`src/rtl/tk3_lfsr_rewind.sv`:
```
// Rewinds a 128-bit TK3 tweakey state by n steps of the per-byte TK3 LFSR.
// Each byte is stepped backwards independently, STEPS_PER_CYCLE steps per RUN cycle.
module tk3_lfsr_rewind #(
   parameter int STEPS_PER_CYCLE = 1
) (
   input  logic         clk,
   input  logic         rst,
   input  logic         in_valid,
   output logic         in_ready,
   input  logic [127:0] in_data,
   input  logic [5:0]   in_steps,
   output logic         out_valid,
   input  logic         out_ready,
   output logic [127:0] out_data,
   output logic         busy
);

   localparam logic [1:0] ST_IDLE = 2'd0;
   localparam logic [1:0] ST_RUN  = 2'd1;
   localparam logic [1:0] ST_DONE = 2'd2;

   localparam logic [5:0] GROUP = 6'(STEPS_PER_CYCLE);

   logic [1:0]   state;
   logic [5:0]   rem;
   logic [127:0] data_q;
   logic [5:0]   grp;
   logic [127:0] stepped;

   // Inverse of x -> {x[0]^x[6], x[7:1]}: the bit shifted out on the forward
   // step is recovered from the new top bit and the old bit 6 (now bit 5).
   function automatic logic [7:0] inv_byte(input logic [7:0] y);
      return {y[6:0], y[7] ^ y[5]};
   endfunction

   function automatic logic [127:0] inv_block(input logic [127:0] d);
      logic [127:0] r;
      r = '0;
      for (int k = 0; k < 16; k++) begin
         r[8*k +: 8] = inv_byte(d[8*k +: 8]);
      end
      return r;
   endfunction

   // The final group of a job may be partial; clamp so rem never underflows.
   assign grp = (rem < GROUP) ? rem : GROUP;

   // NOTE: every variable driven in always_comb gets a default first, so no latch is inferred.
   always_comb begin
      stepped = data_q;
      for (int i = 0; i < STEPS_PER_CYCLE; i++) begin
         if (6'(i) < grp) begin
            stepped = inv_block(stepped);
         end
      end
   end

   // NOTE: state registers update with non-blocking assignments only; reset is synchronous and wins over any handshake.
   always_ff @(posedge clk) begin
      if (!rst) begin
         state  <= ST_IDLE;
         rem    <= '0;
         data_q <= '0;
      end else begin
         case (state)
            ST_IDLE: begin
               if (in_valid) begin
                  data_q <= in_data;
                  rem    <= in_steps;
                  state  <= (in_steps != 6'd0) ? ST_RUN : ST_DONE;
               end
            end
            ST_RUN: begin
               data_q <= stepped;
               rem    <= rem - grp;
               if (rem == grp) begin
                  state <= ST_DONE;
               end
            end
            ST_DONE: begin
               if (out_ready) begin
                  state <= ST_IDLE;
               end
            end
            default: state <= ST_IDLE;
         endcase
      end
   end

   assign in_ready  = (state == ST_IDLE);
   assign out_valid = (state == ST_DONE);
   assign busy      = (state != ST_IDLE);
   assign out_data  = data_q;

endmodule

```
`config.mk`:
```
export PLATFORM = sky130hd
export DESIGN_NAME = tk3_lfsr_rewind
export DESIGN_NICKNAME = d
export VERILOG_FILES = /design/src/rtl/tk3_lfsr_rewind.sv
export SDC_FILE = /design/constraint.sdc
export NUM_CORES = 1
export LEC_CHECK = 0
export CORE_MARGIN = 2
export CORE_UTILIZATION = 35
export DETAILED_ROUTE_END_ITERATION = 16
export PLACE_DENSITY = 0.67
export SLEW_MARGIN = 20
export SYNTH_ARGS = -nofsm -noshare
export SYNTH_HDL_FRONTEND = slang
export SYNTH_SLANG_ARGS = --single-unit
```
`constraint.sdc`:
```
create_clock -name clk -period 2.3 [get_ports clk]
set_input_delay 0.23 -clock clk [delete_from_list [all_inputs] [get_ports clk]]
set_output_delay 0.23 -clock clk [all_outputs]
set_load 0.02 [all_outputs]
```
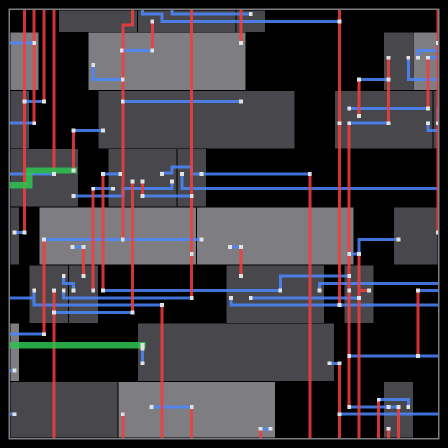
run_1/zoom.png
Region (98, 98) to (118, 118) um. Cells in gray, sequential cells in the stronger gray; small squares are vias.
- blue: met1
- red: met2
- green: met3
- cells with their middle in the window: 18
- sequential cells in the window: 4
- most frequent: dfxtp_1 (4), nor2_1 (3)
- netlist names of flops here include: out_data (4)

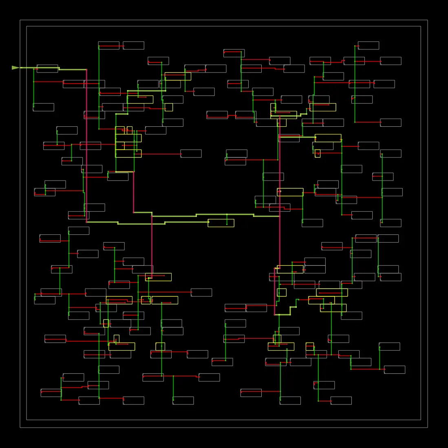
run_1/final_clocks.png
worst clock skew: 0.00940 ns
clk sinks: 136
CTS Buf Count: 17
flip-flops: 136

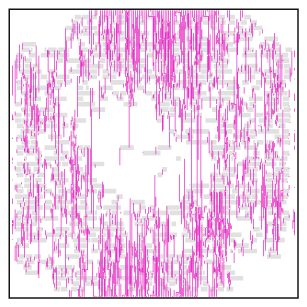
run_1/met2.png
Scale: 2 px per um.
- wire length on this layer: 9,570 um
- longest straight run: 52.0 um
- share of all routed wire: 49%
- main direction: vertical
- nets with wire on the layer: 907

==> flow_summary.json, run 1 <==
{
  "warnings": 26,
  "layout.nets": 1049,
  "detail_route.wl_per_cell_um": 16.4,
  "die_h_um": 144,
  "r2r_setup_slack_ns": 0.12,
  "slew_viol_final": 0,
  "yosysMostFrequentCell": "dfxtp_1",
  "grt_start_max_net_pins": 54,
  "outcome": "finished, final reports clean",
  "grt-busiest-layer": "met2",
  "reg2reg_depth": 8,
  "rsz0062_at_grt": "no",
  "flop_cell": "dfxtp_1",
  "via_count": 5857,
  "grt-ovfl-total": 0,
  "startpoint": "rem[2]",
  "wirelength_um": 19500,
  "dp_hpwl_um": 13800,
  "area_delta_synth_final_pct": 50.4,
  "chipArea_um2": 20600,
  "grt_pass1_wl_um": 30200,
  "r2r-end": "rem[4]",
  "drtPass1Iterations": 4,
  "antenna_found_initial": 0,
  "syn_avg_cell_area_um2": 10.3,
  "cts_hold_buf": 0,
  "grt_usage_pct": 18.6,
  "fillers": 1813,
  "die_w_um": 144,
  "synth_top_cell_by_area": "dfxtp_1",
  "antenna_cells": 0,
  "syn_inst": 665,
  "crit_path_end": "rem[4]",
  "htreeDepth": 4,
  "core_region_area_um2": 19300,
  "ys_area_um2": 6820,
  "crit_slowest_cell": "or4_4",
  "via_per_inst": 4.93,
  "top_area_share_pct": 39.9,
  "fin_crit_sh_pct": 94.8,
  "drtIter0Drc": 232,
  "r2r-start": "rem[2]",
  "clkTransAtPathRegs_ns": 0.06,
  "worst-path-stages": 8,
  "clockBufferDepth": 2,
  "met2_usage_pct": 31.7,
  "ys_ff": 136,
  "power_density_nw_per_um2": 889,
  "hold_viol": 0,
  "crit_family": "simple AND/OR/NAND/NOR gates",
  "common_cells": "dfxtp_1 (136), nor2_1 (117), mux2i_1 (112)",
  "crit_path_max_incr_delay_ns": 0.52,
  "gp_congestion": 0.837,
  "drive_gt1_share_pct": 18.0,
  "arrival_ns": 2.48,
  "syn-num-nets": 804,
  "ys_cells": 665,
  "cts_tree": "done",
  "clk-insertion-delay-late_ns": 0.42,
  "finalWorstPathRequiredPeriod_ns": 2.18,
  "startpoint_type": "flip-flop",
  "grtUsageMet1_pct": 22.7,
  "ant_nets": 0,
  "synthArstFlopShare_pct": 0,
  "grt_pass1_vias": 5592,
  "hold_slack_ns": 0.293,
  "yosysWarnings": 0,
  "drc": 0,
  "port_buffers": 268,
  "ys_seq_share_pct": 39.9,
  "fp_util_pct": 35.4,
  "row_count": 51,
  "fmax_mhz": 459,
  "setup_viol": 0,
  "min_path_type": "input pin to flip-flop",
  "clock-root-buffer": "clkbuf_16",
  "synth_cell_type_count": 37,
  "edf_count": 0,
  "cp_data_required_time_ns": 2.60,
  "drv_cap": 0,
  "path_max_fanout": 6,
  "worst_slew_pin_slew_ns": 0.828,
  "ios": 269,
  "relSlewSlack_pct": 44.8,
  "top_cells_by_area": "dfxtp_1 (40%), a211oi_2 (19%), mux2i_1 (16%)",
  "fin_setup_tns_ns": 0,
  "crit_type": "flip-flop to flip-flop",
  "crit_path_end_kind": "flip-flop",
  "path_buffers": 0,
  "max-vdd-ir-drop_v": 0.000505,
  "gr-usage-met3_pct": 5.40,
  "crit_path_cell_trace": "or4_4 > or2_2 > nand2b_1 > ha_1 > nor4_1 > xor2_1 > a222oi_1 > nor2_1",
  "synth_area_um2": 6820,
  "leakage_nw": 3.69
}
[run 1: flip-flops by register name (all words and copies together), names as in the netlist]
name      cells
rem           6
out_data    128
state         2
[run 1: worst reg2reg max path, cell delays in order, from the launching register on]
cell and delay, ns:
dfxtp_1 0.35, or4_4 0.53, or2_2 0.34, nand2b_1 0.10
ha_1 0.19, nor4_1 0.07, xor2_1 0.14, a222oi_1 0.28
nor2_1 0.07
[run 1: report_power, final]
| group | switching (mW) | total [mW] | internal, mW |
|---|---|---|---|
| sequential | 0.372 | 3.14 | 2.77 |
| combinational | 1.76 | 3.40 | 1.65 |
| clock | 1.09 | 2.58 | 1.49 |
[run 1: stage by stage]
step | setup slack, ns | instance area [um^2] | std cells | utilization [%] | power (mW)
6_report | 0.120 | 10300 | 1188 | 53.3 | 9.12
5_1_grt | 0.00316 | 10300 | 1188 | 53.3 | 9.61
4_1_cts | 0.100 | 10300 | 1188 | 53.3 | 9.23
3_5_place_dp | 0.132 | 9710 | 1156 | 50.4 | 6.61
3_3_place_gp | 0.148 | 9710 | 1156 | 50.4 | 6.58
2_1_floorplan | 0.171 | 6820 | 665 | - | 5.27
[run 1: repair_timing]
item | 4_1_cts | 5_1_grt
setup buffers | 0 | 0
setup endpoints to repair | 0 | 1
resized | 0 | 0
[run 1: worst min-delay path by stage]
stage                      start            to  slack (ns)  cells after the start
detailed placement   out_data[0]   out_data[0]        0.47                      2
global placement    out_data[72]  out_data[72]        0.46                      2
floorplan            in_steps[3]        rem[3]        0.36                      2
global route                 rst        rem[0]        0.29                      3
CTS                          rst        rem[0]        0.27                      3
finish                       rst        rem[0]        0.29                      3
[run 1: area by class of cell]
cell class	count	area, um^2	share of cell area [%]
timing repair buffer	288	2930	28.5
inverter	3	16.3	0.158
clock buffer	17	425	4.15
sequential	136	2730	26.6
multi-input combinational	464	3700	36.1
clock inverter	15	130	1.27
tap	265	332	3.23
[run 1: layer usage]
| layer | part of all wire, % | vias up | wire length [um] |
|---|---|---|---|
| li1 | - | 2906 | - |
| met1 | 43 | 2774 | 8370 |
| met2 | 49 | 160 | 9570 |
| met3 | 6.6 | 17 | 1280 |
| met4 | 1.2 | 0 | 230 |
| met5 | 0 | - | 0 |
[run 1: placed cells by master, fill, tap and decap left out, types with 2 or more instances in the layout]
master	n
clkdlybuf4s50_1	267
dfxtp_1	135
nor2_1	117
mux2i_1	112
a211oi_2	104
nand2_1	37
nand3_1	18
clkbuf_16	17
xnor2_1	16
o2111ai_1	16
buf_4	12
a211oi_1	8
buf_12	8
clkinv_2	5
clkinv_4	5
nor2b_1	3
nor4_1	3
a21oi_1	3
clkinvlp_4	3
inv_1	2
nand2b_1	2
inv_6	2
nor3_1	2
a222oi_1	2
nand4_1	2
o311ai_0	2
o21ai_0	2
[run 1: cell families after synthesis]
kind of cell	count (synthesis)	synth area share, %
xor gates and xnor gates	17	2.18
AOI/OAI and AO/OA	144	23.7
and+or+nand+nor	190	11.5
DFF	136	39.9
adders and majority gates	1	0.183
buffers and inverters	65	6.09
muxes	112	16.4
run_1/metal_stack.png
Scale: 4 px per um. Only two layers are drawn.
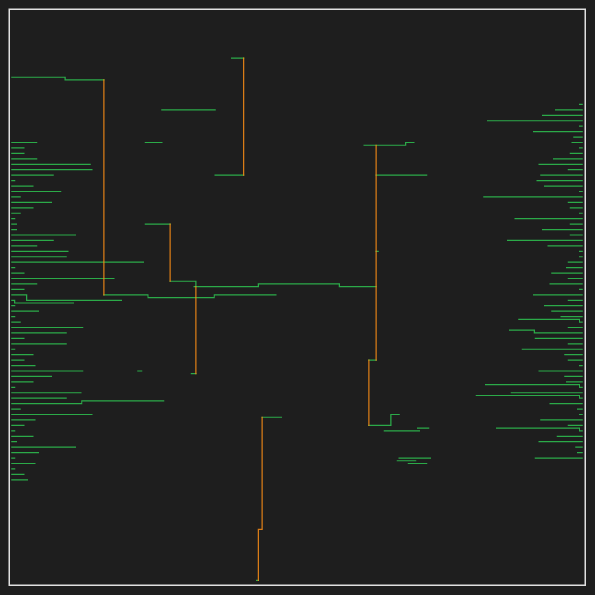

## Run 2: what changed since run 1
--- a/config.mk
+++ b/config.mk
@@ -8,5 +8,5 @@
 export CORE_MARGIN = 2
-export CORE_UTILIZATION = 35
+export CORE_UTILIZATION = 44
 export DETAILED_ROUTE_END_ITERATION = 16
-export PLACE_DENSITY = 0.67
+export PLACE_DENSITY = 0.81
 export SLEW_MARGIN = 20
--- a/constraint.sdc
+++ b/constraint.sdc
@@ -3,2 +3,2 @@
 set_output_delay 0.23 -clock clk [all_outputs]
-set_load 0.02 [all_outputs]
+set_load 0.01 [all_outputs]
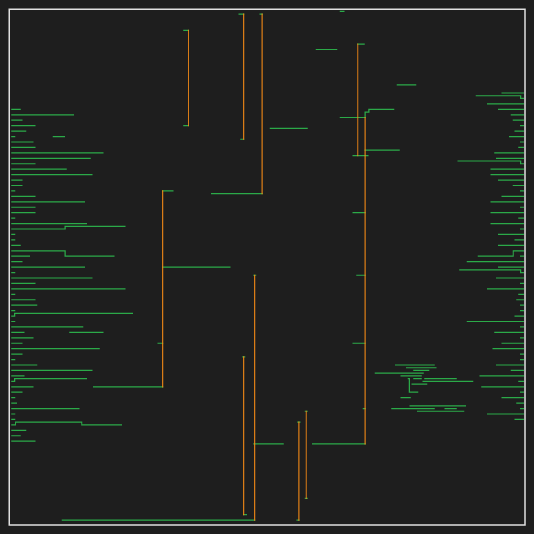
run_2/metal_stack.png
Scale: 4 px per um. Only two layers are drawn.
- green: met3 (wire length 1,150 um)
- orange: met4 (wire length 405 um)

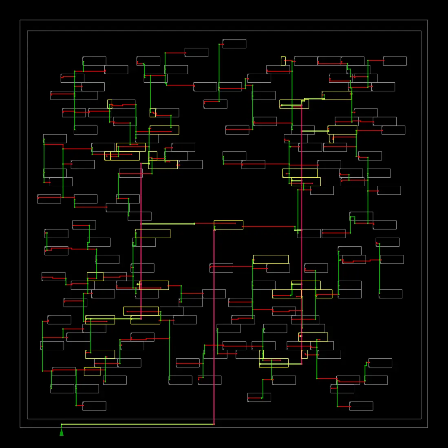
run_2/final_clocks.png
clk_buf instances: 24
Clock Power: 2.88 mW

==> run 2 against run 1 <==
  * Worst setup slack lost 0.0065 ns
  * Register-to-register slack is essentially flat
  * Synthesized area unchanged
  * Largest cell class unchanged
  * Largest power group is now sequential cells
==> flow_summary.json, run 2 <==
{
  "outcome": "finished, final reports clean",
  "gp_congestion": 0.863,
  "crit_type": "flip-flop to flip-flop",
  "grt_start_max_net_pins": 71,
  "arrival_ns": 2.47,
  "htreeDepth": 4,
  "dp_hpwl_um": 13400,
  "cts_setup_buffers": 0,
  "cts_made_buffers": 17,
  "chipArea_um2": 16500,
  "cp_data_required_time_ns": 2.58,
  "grt_pass1_vias": 5736,
  "row_count": 45,
  "area_delta_synth_final_pct": 49.2,
  "ys_seq_share_pct": 39.9,
  "p_int_mw": 6.27,
  "clock-root-buffer": "clkbuf_16",
  "cts_tree": "done",
  "slew_viol_final": 0,
  "drc": 0,
  "fin_ws_ns": 0.113,
  "syn_inst": 665,
  "edf_count": 0,
  "warnings": 26,
  "synthArstFlopShare_pct": 0,
  "setup_viol": 0,
  "clock-sinks": 136,
  "common_cells": "dfxtp_1 (136), nor2_1 (117), mux2i_1 (112)",
  "max-vdd-ir-drop_v": 0.000481,
  "worst_slew_pin_slew_ns": 0.694,
  "grt_usage_pct": 22.6,
  "fmax_mhz": 457,
  "finalClockSkew_ns": 0.0100,
  "cts_hold_buf": 0,
  "antenna_cells": 0,
  "post_cts_resized": 0,
  "ys_cells": 665,
  "clockBufferDepth": 2,
  "final_common_cell": "clkdlybuf4s50_1",
  "ant_nets": 0,
  "p_clk_share_pct": 31.7,
  "path_max_fanout": 6,
  "yosysMostFrequentCell": "dfxtp_1",
  "fin_crit_sh_pct": 95.1,
  "synth_top_cell_by_area": "dfxtp_1",
  "syn-num-nets": 804,
  "post_dp_cell_area_um2": 9560,
  "synth_cell_type_count": 37,
  "via_count": 5921,
  "ios": 269,
  "wirelength_um": 18900,
  "path_buffers": 0,
  "syn_avg_cell_area_um2": 10.3,
  "ys_ff": 136,
  "clkTransAtPathRegs_ns": 0.05,
  "detail_route.wl_per_cell_um": 17.1,
  "crit_path_end_kind": "flip-flop",
  "post-place-ws_ns": 0.139,
  "p_switching_mw": 2.81,
  "swShare_pct": 30.9,
  "seq_power_share_pct": 34.7,
  "flop_cell": "dfxtp_1",
  "ys_area_um2": 6820,
  "clk-insertion-delay-late_ns": 0.41,
  "core_region_area_um2": 15200,
  "drive_gt1_share_pct": 17.4,
  "drtIter0Drc": 310,
  "grt-ovfl-total": 0,
  "hold_viol": 0,
  "crit_family": "simple AND/OR/NAND/NOR gates",
  "finalInstanceArea_um2": 10200,
  "crit_path_max_incr_delay_ns": 0.53,
  "top_area_share_pct": 39.9,
  "relSlewSlack_pct": 53.7,
  "leakage_nw": 3.70,
  "yosysWarnings": 0,
  "rsz0062_at_grt": "no",
  "power_density_nw_per_um2": 892,
  "antenna_found_initial": 0,
  "die_w_um": 129,
  "drtPass1Iterations": 4,
  "synth_area_um2": 6820,
  "grt_pass1_wl_um": 29800,
  "fillers": 1213,
  "startpoint_type": "flip-flop",
  "drv_cap": 0,
  "fp_util_pct": 44.9,
  "crit_path_cell_trace": "or4_4 > or2_2 > nand2b_1 > ha_1 > nor4_1 > xor2_1 > a222oi_1 > nor2_1",
  "crit_slowest_cell": "or4_4",
  "hold_slack_ns": 0.323,
  "layout.nets": 1047,
  "power.total_mw": 9.09,
  "port_buffers": 268,
  "combPwrFrac_pct": 33.6,
  "top_cells_by_area": "dfxtp_1 (40%), a211oi_2 (19%), mux2i_1 (16%)",
  "min_path_type": "input pin to flip-flop",
  "final_cell_mix": "clkdlybuf4s50_1 (267), dfxtp_1 (135), nor2_1 (117)",
  "fin_setup_tns_ns": 0,
  "finalWorstPathRequiredPeriod_ns": 2.19,
  "via_per_inst": 5.34,
  "die_h_um": 129,
  "largest_reg_flops": 128
}
run 2: netlist changes by cell type in the layout (fill, tap and decap cells not counted), sizes merged:
cell	previous run	this run
buf	21	19
bufinv	1	4
clkbuf	17	24
clkinv	10	3
clkinvlp	3	1
inv	4	3
run 2: final timing paths:
kind	to	start	cells past startpoint	slack (ns)
setup reg to reg	rem[4]	rem[2]	8	0.11
setup / recovery	rem[4]	rem[2]	8	0.11
hold reg to reg	out_data[80]	out_data[80]	2	0.47
hold / removal	out_data[104]	rst	3	0.32
run 2: worst min-delay path: stages:
cell     delay [ns]
buf_2          0.25
nand3_1        0.15
nand2_1        0.05
run 2: cells by family after synthesis:
group | share of synthesized area (%)
and+or+nand+nor | 11.5
DFF | 39.9
AOI/OAI and AO/OA | 23.7
xor gates and xnor gates | 2.18
muxes | 16.4
buffers and inverters | 6.09
adders and majority gates | 0.183
run 2: metal layers:
layer	track usage, %	vias up	share of wire (%)
met2	38.8	199	49
li1	-	2919	-
met5	0	-	0
met4	7.99	0	2.1
met3	5.32	27	6.1
met1	28.0	2776	43
run 2: power groups by stage:
stage | registers, mW | logic, mW | clock network [mW]
finish | 3.15 | 3.06 | 2.88
global route | 3.22 | 3.30 | 3.03
CTS | 3.16 | 3.08 | 2.93
detailed placement | 3.20 | 3.07 | 0
global placement | 3.19 | 3.02 | 0
floorplan | 3.29 | 1.69 | 0
run 2: through the flow:
stage	utilization, %	std cells
finish	67.0	1109
global route	67.0	1109
CTS	67.0	1109
detailed placement	62.9	1077
global placement	62.9	1077
floorplan	-	665
run 2: area by class of cell:
type	count	area [um^2]	share of cell area (%)
well taps	188	235	2.31
repair buffers	286	2880	28.2
multi-input cells	464	3700	36.4
inverters	3	16.3	0.160
flip-flops and latches	136	2730	26.8
clock buffers	24	482	4.73
clock inverters	8	143	1.40
No activity file was given, so power comes from the tool's default toggle rates.
